==> images/sizing.png <==
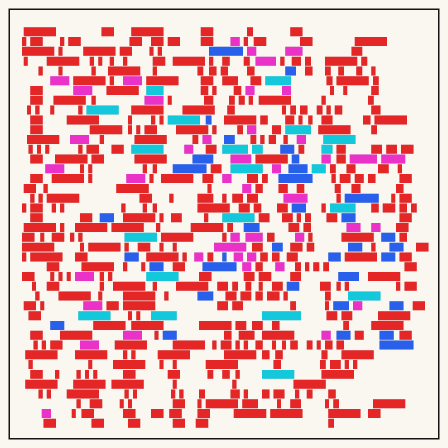
==> images/class_map.png <==
Bar = 20 um.
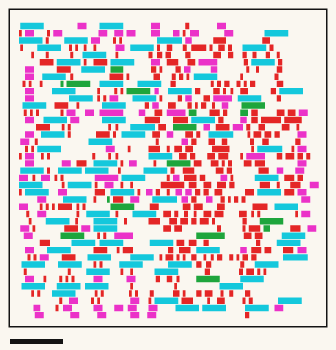
## src/rtl/lift_pair_ctrl.sv

```systemverilog
// Frame-based sample pairing: groups consecutive input samples into
// (even, odd) output pairs with first/last frame markers and valid/ready flow control.
module lift_pair_ctrl #(
    parameter int unsigned DW = 16,
    parameter int unsigned LW = 10
) (
    input  logic          clk,
    input  logic          rst_n,
    input  logic          start,
    input  logic          abort,
    input  logic [LW-1:0] frame_len,
    input  logic          s_valid,
    input  logic [DW-1:0] s_data,
    output logic          s_ready,
    output logic          m_valid,
    input  logic          m_ready,
    output logic [DW-1:0] m_even,
    output logic [DW-1:0] m_odd,
    output logic          m_first,
    output logic          m_last,
    output logic          busy,
    output logic          done,
    output logic          err
);

    typedef enum logic [1:0] {IDLE, RUN, DRAIN} state_t;

    state_t        state;
    logic [LW-1:0] len_q;
    logic [LW-1:0] idx_q;
    logic [LW-1:0] pair_q;
    logic [LW-1:0] last_pair;
    logic [DW-1:0] even_q;
    logic          len_ok;
    logic          accept;
    logic          load;
    logic          consume;

    assign len_ok    = (frame_len != '0) && !frame_len[0];
    assign last_pair = (len_q >> 1) - LW'(1);

    // An odd-index sample completes a pair, so it may only enter when the output slot frees up.
    assign s_ready = (state == RUN) && (!idx_q[0] || !m_valid || m_ready);
    assign accept  = s_valid && s_ready;
    assign load    = accept && idx_q[0];
    assign consume = m_valid && m_ready;
    assign busy    = (state != IDLE);

    always_ff @(posedge clk or negedge rst_n) begin
        if (!rst_n) begin
            state   <= IDLE;
            len_q   <= '0;
            idx_q   <= '0;
            pair_q  <= '0;
            even_q  <= '0;
            m_valid <= 1'b0;
            m_even  <= '0;
            m_odd   <= '0;
            m_first <= 1'b0;
            m_last  <= 1'b0;
            done    <= 1'b0;
            err     <= 1'b0;
        end else begin
            done <= 1'b0;
            err  <= 1'b0;
            if (abort && state != IDLE) begin
                state   <= IDLE;
                m_valid <= 1'b0;
                idx_q   <= '0;
            end else begin
                case (state)
                    IDLE: begin
                        if (start) begin
                            if (len_ok) begin
                                len_q  <= frame_len;
                                idx_q  <= '0;
                                pair_q <= '0;
                                state  <= RUN;
                            end else begin
                                err <= 1'b1;
                            end
                        end
                    end
                    RUN: begin
                        if (accept) begin
                            idx_q <= idx_q + LW'(1);
                            if (!idx_q[0]) begin
                                even_q <= s_data;
                            end else begin
                                m_even  <= even_q;
                                m_odd   <= s_data;
                                m_first <= (pair_q == '0);
                                m_last  <= (pair_q == last_pair);
                                pair_q  <= pair_q + LW'(1);
                            end
                            if (idx_q == len_q - LW'(1)) begin
                                state <= DRAIN;
                            end
                        end
                        if (load) begin
                            m_valid <= 1'b1;
                        end else if (consume) begin
                            m_valid <= 1'b0;
                        end
                    end
                    DRAIN: begin
                        if (consume) begin
                            m_valid <= 1'b0;
                            if (m_last) begin
                                done  <= 1'b1;
                                state <= IDLE;
                            end
                        end
                    end
                    default: state <= IDLE;
                endcase
            end
        end
    end

endmodule

```

## config.mk

```make
export PLATFORM = sky130hd
export DESIGN_NAME = lift_pair_ctrl
export DESIGN_NICKNAME = d
export VERILOG_FILES = /design/src/rtl/lift_pair_ctrl.sv
export SDC_FILE = /design/constraint.sdc
export NUM_CORES = 1
export LEC_CHECK = 0
export CELL_PAD_IN_SITES_DETAIL_PLACEMENT = 1
export CELL_PAD_IN_SITES_GLOBAL_PLACEMENT = 2
export CORE_MARGIN = 2
export CORE_UTILIZATION = 33
export CTS_CLUSTER_SIZE = 30
export DETAILED_ROUTE_END_ITERATION = 6
export HOLD_SLACK_MARGIN = 0.02
export PLACE_DENSITY_LB_ADDON = 0.1
export SETUP_SLACK_MARGIN = 0.4
export SYNTH_ARGS = -nofsm -noshare
export SYNTH_HDL_FRONTEND = slang
export SYNTH_SLANG_ARGS = --single-unit
```

## constraint.sdc

```tcl
create_clock -name clk -period 2.6 [get_ports clk]
set_clock_uncertainty 0.05 [all_clocks]
set_input_delay 0.26 -clock clk [delete_from_list [all_inputs] [get_ports clk]]
set_output_delay 0.26 -clock clk [all_outputs]
set_load 0.05 [all_outputs]
```

==> run summary <==
CP required: 2780 ps
CP max-delay cell: dfrtp_2
Cell family with most CP delay: simple AND/OR/NAND/NOR gates
Commonest cells in the netlist: nand2_1 (118), dfrtp_1 (85), mux2_2 (24)
Clk cell area share: 5.14%
Crit path from: state[0]
Combinational gates: 332
FILL cells: 1439
Initial DRC Count: 99
Tap cells: 172
DIE WIDTH: 119 um
Largest area contributor in the netlist: dfrtp_1
Top-count cell post-synth: nand2_1
Wire per inst: 18.0 um
Resize count post-CTS: 15
Dpl cells: 680
M2 GR Usage: 30.6%
Max Used Layer: met4
Syn nets: 489
# clk buffers: 12
Final hold slack: 382 ps
Routing usage on met1: 23.5%
Pwr top: combinational cells
Met1 Wirelength: 5.87 mm
Via-to-Cell Ratio: 5.04
CP max FO: 8
Crit path time final: 2230 ps
Number of non-clock inverters: 7
Arr. time, crit path: 2410 ps
Clk ins delay skew pair: 340 ps
Most frequent logic cells in the routed design: nand2_1 (118), dfrtp_1 (79), clkdlybuf4s50_1 (67)
MUX area fraction: 6.20%
Combinational share of power: 38.6%
Antenna-violating nets left: 0
Fin. Hold Viols: 0
Yosys aoi share: 8.67%
Congestion Overflow GR: 0
Mapped Area: 4360 um2
GP Congestion: 0.774
CTS Hold Bufs: 1
Switching power: 0.00199 W
DRC Markers: 0
Slew Limit Fails: 0
Vias: 3593
Buffer-and-inverter tally for the worst setup path: 3
Met2 WL: 6.06 mm
Die height: 119 um
R2R Path End: even_q[8]
Power density over the cells: 895 nW/um2
Type of the most critical hold path: input pin to async pin
Logic area: 2160 um2
Flop+latch power: 0.00191 W
Layout Cells excl Fill: 713
P_leak: 2.60 nW
Number of buffers created by CTS: 9
Pre-CTS setup slack: 94.3 ps
Gate Count Post-Synth: 452
Clk sinks: 85
Worst-case reg-to-reg path depth: 8
Clock tree buffer depth: 2
Top non-seq family: simple AND/OR/NAND/NOR gates
CTS tree: done
Clk pwr share: 25.1%
Registers, synthesis: 85
Synth Seq Share: 48.8%
Max incr delay on CP: 430 ps
Comb. pwr: 0.00203 W
First-pass GRT wire length: 21.0 mm
Total GRT Usage: 18.8%
Yosys Instances: 452
Floorplan core density: 34.1%
H-tree depth reported by CTS: 3
Fin Setup TNS: 0 ps
Synth top area share: 48.8%
Commonest Layout Cell: nand2_1
Adder share: 1.44%
Post-DP HPWL: 8.71 mm
Sequential share of cell area: 36.4%
Yosys xor share: 6.63%
CP Class: register to register
Avg Cell Area, Syn: 9.64 um2
M3 GR Usage: 6.66%
Tool warnings: 29
Post-synth cell types: 51
Critical-path cell list: buf_6 -> nor3b_4 -> nor3_1 -> a311o_2 -> nor3_4 -> buf_12 -> clkbuf_16 -> mux2_4
Yosys Chip Area: 4360 um2
Ant. Diodes: 0
Largest net degree at the start of global routing: 48
Synth warn: 0
Crit share post-route: 85.8%
Worst path depth: 8
Setup Viol. Count Final: 0
Crit end category: register
Num ports: 71
Most used flip-flop cell: dfrtp_1
RSZ-0062 raised after global routing: true
Synth top area cells: dfrtp_1 (49%), nand2_1 (10%), mux2_2 (6.2%), xor2_1 (3.4%), xnor2_1 (3.2%)
Input/output buffers: 70
Clock Pin Slew Worst Setup and Hold Paths: 60 ps
Switching portion of total power: 37.9%
Sequential Power Share: 36.3%
Number of global-route vias before repair: 3960
Int Pwr: 0.00326 W
Buffering overhead: 17.6%
Worst VDD drop: 427 uV
Critical R2R Launch: state[0]
Total length of routed wires: 12.8 mm
Number of enable flip-flop cells: 0
Ys async rst share: 100%
R2R setup slack: 370 ps
Chip area: 14100 um2
Largest registers: even_q x16, m_even x16, m_odd x16
Antenna violations before repair: 0
Flop count: 85
WL met3: 707 um
NumNets Final: 573
DRT Pass-1 Iters: 4
Power Total: 0.00525 W
Share of cells above drive strength 1: 18.3%
Logic share of the area: 36.8%
FF+latch area: 2130 um2
F_max: 448 MHz
Placed cell area: 5250 um2
Capture point of the critical path: even_q[8]
Post-CTS Setup Inserts: 1
Busiest grt layer: met2
Dominant class by area: multi-input combinational cells
Status: finished clean
Max-cap check violation count: 0
Clk pwr: 0.00132 W
Root Buffer: clkbuf_16
Nature of the critical path startpoint: register
Worst-Margin Slew: 684 ps
Max_slew headroom: 54.4%
Post-synthesis simple-gate area fraction: 23.7%
Back to the opening pictures, sizing.png:
- x2: blue (cells 35)
- x6 and larger: cyan (cells 21)
- x3 and x4: magenta (cells 43)
- x1 and smaller: red (cells 442)
bufs w/o clock: 101
final setup margin: 370 ps
Layout area overhead: 34.6%
final instance area: 5870 um2

Back to the opening pictures, class_map.png:
- remaining logic cells: red (cells 339)
- remaining buffers and delay cells: magenta (cells 101)
- clock drivers and dummy loads: green (cells 16)
- registers: cyan (cells 85)
Core ar.: 12800 um2
row cnt: 41
Layout Utilization: 45.9%

Power and IR drop assume default switching activity.
